`src/rtl/dot_seq.sv`:
```
// dot_seq: operand sequencer for a `mac` unit of the same WIDTH.
//
// Accepts a dot-product command of cmd_len operand pairs, clears the MAC, streams
// the pairs from an upstream valid/ready source into the MAC, waits for the MAC's
// registered accumulator to settle, then returns the sum on a valid/ready port.
//
// Ports
//   clk, rst                  clock, synchronous active-high reset
//   cmd_valid/cmd_ready       command handshake; cmd_len = number of operand pairs
//   op_valid/op_ready         operand handshake; op_a, op_b = operand pair
//   mac_en, mac_clr           MAC controls (registered, never high together)
//   mac_a, mac_b              MAC operands (registered, hold between loads)
//   mac_acc                   MAC accumulator output (2*WIDTH)
//   res_valid/res_ready       result handshake; res_data = dot product (2*WIDTH)
//   busy                      high whenever a command is in flight
//   stall_cnt                 (DOT_SEQ_STALL_CNT_EN only) STREAM cycles without op_valid
//
// Build option: define DOT_SEQ_STALL_CNT_EN to add the stall_cnt port and counter.

module dot_seq #(
  parameter int unsigned WIDTH = 32,
  parameter int unsigned LEN_W = 8
) (
  input  logic               clk,
  input  logic               rst,
  input  logic               cmd_valid,
  output logic               cmd_ready,
  input  logic [LEN_W-1:0]   cmd_len,
  input  logic               op_valid,
  output logic               op_ready,
  input  logic [WIDTH-1:0]   op_a,
  input  logic [WIDTH-1:0]   op_b,
  output logic               mac_en,
  output logic               mac_clr,
  output logic [WIDTH-1:0]   mac_a,
  output logic [WIDTH-1:0]   mac_b,
  input  logic [2*WIDTH-1:0] mac_acc,
  output logic               res_valid,
  input  logic               res_ready,
  output logic [2*WIDTH-1:0] res_data,
  output logic               busy
`ifdef DOT_SEQ_STALL_CNT_EN
  ,
  output logic [15:0]        stall_cnt
`endif
);

  typedef enum logic [2:0] {
    StIdle,
    StClear,
    StStream,
    StDrain1,
    StDrain2,
    StResult
  } state_e;

  state_e             state_q, state_d;
  logic [LEN_W-1:0]   remaining_q, remaining_d;
  logic               mac_en_q, mac_en_d;
  logic               mac_clr_q, mac_clr_d;
  logic [WIDTH-1:0]   mac_a_q, mac_a_d;
  logic [WIDTH-1:0]   mac_b_q, mac_b_d;
  logic               res_valid_q, res_valid_d;
  logic [2*WIDTH-1:0] res_data_q, res_data_d;

  logic cmd_hs;
  logic op_hs;

  // Ready/busy decode the current state only, so they never depend on the
  // upstream valid signals.
  assign cmd_ready = (state_q == StIdle);
  assign op_ready  = (state_q == StStream) && (remaining_q != '0);
  assign busy      = (state_q != StIdle);

  assign cmd_hs = cmd_valid && cmd_ready;
  assign op_hs  = op_valid && op_ready;

  assign mac_en    = mac_en_q;
  assign mac_clr   = mac_clr_q;
  assign mac_a     = mac_a_q;
  assign mac_b     = mac_b_q;
  assign res_valid = res_valid_q;
  assign res_data  = res_data_q;

  always_comb begin
    state_d     = state_q;
    remaining_d = remaining_q;
    mac_en_d    = 1'b0;
    mac_clr_d   = 1'b0;
    mac_a_d     = mac_a_q;
    mac_b_d     = mac_b_q;
    res_valid_d = res_valid_q;
    res_data_d  = res_data_q;

    case (state_q)
      StIdle: begin
        if (cmd_hs) begin
          if (cmd_len == '0) begin
            // Empty vector: answer immediately without disturbing the MAC.
            res_data_d  = '0;
            res_valid_d = 1'b1;
            state_d     = StResult;
          end else begin
            remaining_d = cmd_len;
            mac_clr_d   = 1'b1;
            state_d     = StClear;
          end
        end
      end
      StClear: begin
        state_d = StStream;
      end
      StStream: begin
        if (op_hs) begin
          mac_a_d     = op_a;
          mac_b_d     = op_b;
          mac_en_d    = 1'b1;
          remaining_d = remaining_q - LEN_W'(1);
          if (remaining_q == LEN_W'(1)) begin
            state_d = StDrain1;
          end
        end
      end
      StDrain1: begin
        // The last pair's mac_en is on the wire this cycle.
        state_d = StDrain2;
      end
      StDrain2: begin
        // MAC has absorbed the last pair; its accumulator is final.
        res_data_d  = mac_acc;
        res_valid_d = 1'b1;
        state_d     = StResult;
      end
      StResult: begin
        if (res_valid_q && res_ready) begin
          res_valid_d = 1'b0;
          state_d     = StIdle;
        end
      end
      default: begin
        state_d = StIdle;
      end
    endcase
  end

  always_ff @(posedge clk) begin
    if (rst) begin
      state_q     <= StIdle;
      remaining_q <= '0;
      mac_en_q    <= 1'b0;
      mac_clr_q   <= 1'b0;
      mac_a_q     <= '0;
      mac_b_q     <= '0;
      res_valid_q <= 1'b0;
      res_data_q  <= '0;
    end else begin
      state_q     <= state_d;
      remaining_q <= remaining_d;
      mac_en_q    <= mac_en_d;
      mac_clr_q   <= mac_clr_d;
      mac_a_q     <= mac_a_d;
      mac_b_q     <= mac_b_d;
      res_valid_q <= res_valid_d;
      res_data_q  <= res_data_d;
    end
  end

`ifdef DOT_SEQ_STALL_CNT_EN
  logic [15:0] stall_cnt_q, stall_cnt_d;

  // op_ready is always high in StStream, so a missing op_valid is an upstream stall.
  always_comb begin
    stall_cnt_d = stall_cnt_q;
    if (cmd_hs) begin
      stall_cnt_d = '0;
    end else if ((state_q == StStream) && !op_valid && (stall_cnt_q != 16'hFFFF)) begin
      stall_cnt_d = stall_cnt_q + 16'd1;
    end
  end

  always_ff @(posedge clk) begin
    if (rst) begin
      stall_cnt_q <= '0;
    end else begin
      stall_cnt_q <= stall_cnt_d;
    end
  end

  assign stall_cnt = stall_cnt_q;
`else
  // Stall instrumentation not built.
`endif

endmodule
```
`config.mk`:
```
export PLATFORM = sky130hd
export DESIGN_NAME = dot_seq
export DESIGN_NICKNAME = d
export VERILOG_FILES = /design/src/rtl/dot_seq.sv
export SDC_FILE = /design/constraint.sdc
export NUM_CORES = 1
export LEC_CHECK = 0
export CELL_PAD_IN_SITES_DETAIL_PLACEMENT = 0
export CELL_PAD_IN_SITES_GLOBAL_PLACEMENT = 1
export CORE_MARGIN = 4
export CORE_UTILIZATION = 27
export DETAILED_ROUTE_END_ITERATION = 8
export PLACE_DENSITY = 0.91
export SLEW_MARGIN = 30
export SYNTH_ARGS = -nofsm -noshare
export SYNTH_HDL_FRONTEND = slang
export SYNTH_SLANG_ARGS = --single-unit
export TNS_END_PERCENT = 10
```
`constraint.sdc`:
```
create_clock -name clk -period 2.85 [get_ports clk]
set_clock_uncertainty 0.15 [all_clocks]
set_input_delay 0.57 -clock clk [delete_from_list [all_inputs] [get_ports clk]]
set_output_delay 0.57 -clock clk [all_outputs]
set_load 0.02 [all_outputs]
```
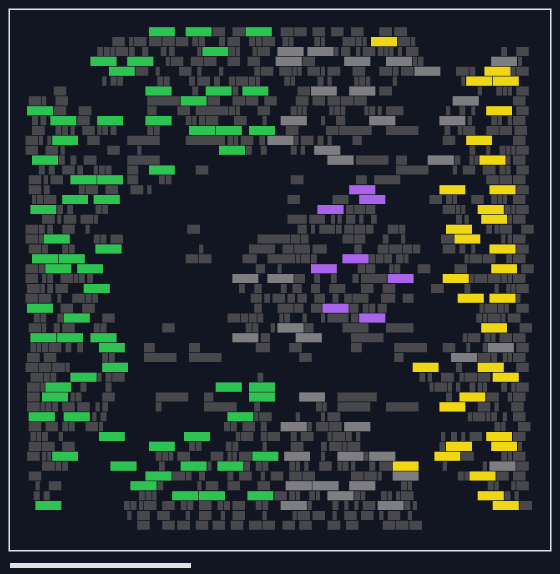
Run 1: sequential cells grouped by signal name
Bar = 50 microns.
legend:
  green:
    signal: res_data
    flops: 64
  yellow:
    signal: mac_a
    flops: 32
    where: a column on the right
  purple:
    signal: remaining_q
    flops: 8
sequential power: 2.28 mW
fin util: 0.4627
Register Area: 0.002843 sq mm
sequential cell area share: 0.3157

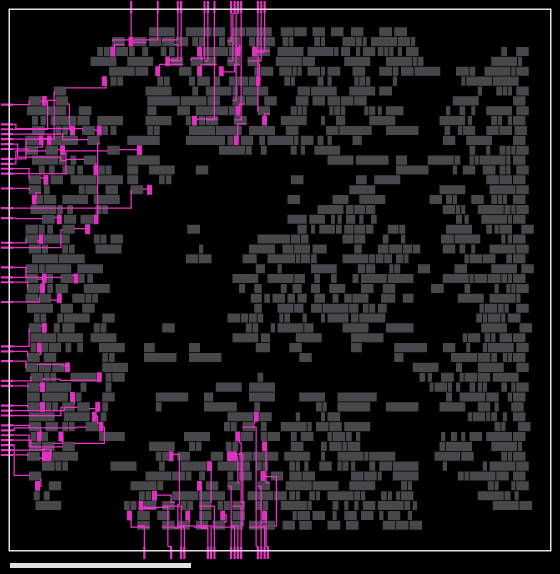
Run 1: nets reached from selected ports
Bar = 50 microns.
legend:
  magenta:
    port: mac_acc
    direction: input
    end_cells: 64
    buffers: 64
    wire: 1330 microns

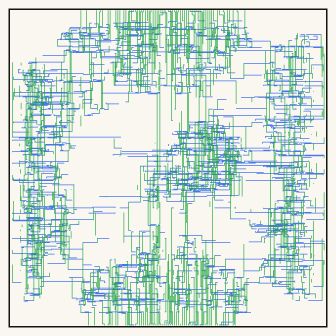
Run 1: routed metal, one color a layer
Two of the layers only.
legend:
  blue:
    layer: metal 1
    wire_length: 7240 microns
  green:
    layer: metal 2
    wire_length: 8700 microns
WL per Instance: 14.90 microns
Routed WL: 17880 microns
total track usage: 0.1536
vias: 5444

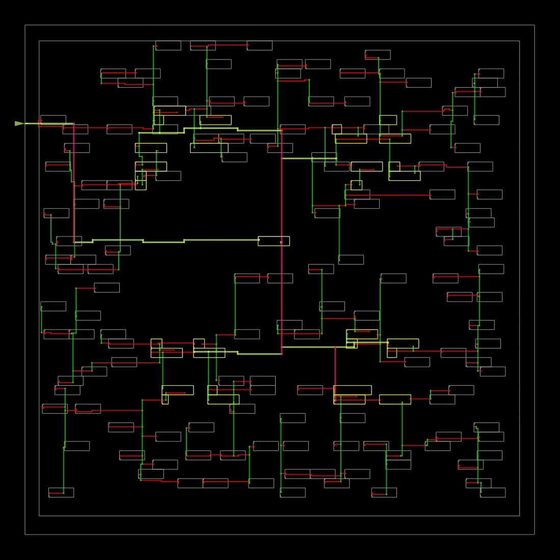
Run 1: clock wiring as the flow saved it
CLK BUF: 18
Insertion Delay late pin: 0.41 ns
P_clk: 2.23 mW
CTS sink cnt: 142
flop count: 142

==> flow_summary.toml <==
# yosys + openroad results
[cts]
cts-htree-levels = 4
hold_buffers = 0
clockRootBuffer = "clkbuf_16"
ctsResizeCount = 2
cts_buffers = 17

[critical_path]
rrSetupSlack_ns = 0.55
critPathMaxStageDelay_ns = 0.67
cp.buffers_inverters = 1
crit_arrival_ns = 1.95
crit_end = "cmd_ready"
end_kind = "primary output"
crit_path_cell_trace = "or2_2 > nor2_4 > clkdlybuf4s50_1"
r2r_start = "remaining_q[0]"
rr_worst_depth = 7
r2r_end = "remaining_q[0]"
start_kind = "flop"
cp_max_fo = 7

[power]
powerComb_mw = 1.61
swShare = 0.3121
power.switching_mw = 1.907
p_clk_frac = 0.364
ir_drop_uv = 461.9
share_comb_of_total_power = 0.263

[hold_path]
hp-class = "primary input to flop"
min_from = "rst"
hold_depth = 2

[route]
viasPerCell = 4.537
top_layer_used = "met5"
drc = 0
met1Wirelength_microns = 7241
wl_met3_microns = 1704

[layout]
clk_share = 0.06614
final-comb-area_sq_mm = 0.002300
logic_gates = 464
comb_area_share = 0.2554
antennaDiodeCount = 0
fin_area_sq_mm = 0.009005
layout_top_cells = "clkdlybuf4s50_1 (272), nand2_1 (193), dfxtp_1 (142), a21oi_1 (133), o21ai_0 (67)"
layout_top_cell = "clkdlybuf4s50_1"
drive_above_1_share = 0.07166

[place]
hpwl_microns = 12300
place.gp.congestion = 0.8135
placed_cell_area_sq_mm = 0.008399
io_buffers = 274

[die]
die.size.y_microns = 148.8
dieArea_sq_mm = 0.02214
die_w_microns = 148.8

[job]
warning_count = 28
maxCapViolCount = 0

[yosys]
muxShareOfSynthArea = 0.002104
largest_area_cell = "dfxtp_1"
synthArstFlopShare = 0
ys_area_sq_mm = 0.005353
synth_cell_types = 47
fp_nets = 810
ys_sh_adder = 0.007013
synth.area.top_cells = "dfxtp_1 (53%), nand2_1 (14%), a21oi_1 (12%), o21ai_0 (6.3%), clkbuf_1 (2.7%)"
ys_ff = 142
seq_area_frac_synth = 0.5311
synth-warning-count = 0
top_area_frac = 0.5311

[global_route]
grt-ovfl-total = 0
met3_usage = 0.06624
busiest_layer = "met2"
grt_use_met1 = 0.1776
grt_pass1_vias = 5184
grtUsageMet2 = 0.2610

[timing]
finalMaxSlewViolations = 0
min_period_ns = 2.675
fmax_ghz = 0.3738
hold_viol = 0
setup_viol = 0
worst_pin_slew_ns = 0.6875
relSlewSlack = 0.5417

[run_status]
outcome = "completed"
[run 1: sequential cells by signal (all words and copies together) (netlist names)]
| register | flops |
|---|---|
| mac_a | 32 |
| mac_b | 32 |
| mac_clr | 1 |
| mac_en | 1 |
| remaining_q | 8 |
| res_data | 64 |
| res_valid | 1 |
| state_q | 3 |
[run 1: stage by stage]
step / setup slack (ns) / instances / power (mW) / hold slack [ns]
3_5_place_dp: 0.2498 / 1168 / 3.936 / 0.2959
4_1_cts: 0.1127 / 1200 / 6.216 / 0.2505
6_report: 0.1751 / 1200 / 6.112 / 0.2748
2_1_floorplan: 0.6688 / 666 / 3.162 / 0.3200
3_3_place_gp: 0.2979 / 1168 / 3.924 / 0.2908
5_1_grt: 0.05020 / 1200 / 6.442 / 0.2708
Power and IR drop assume default switching activity.
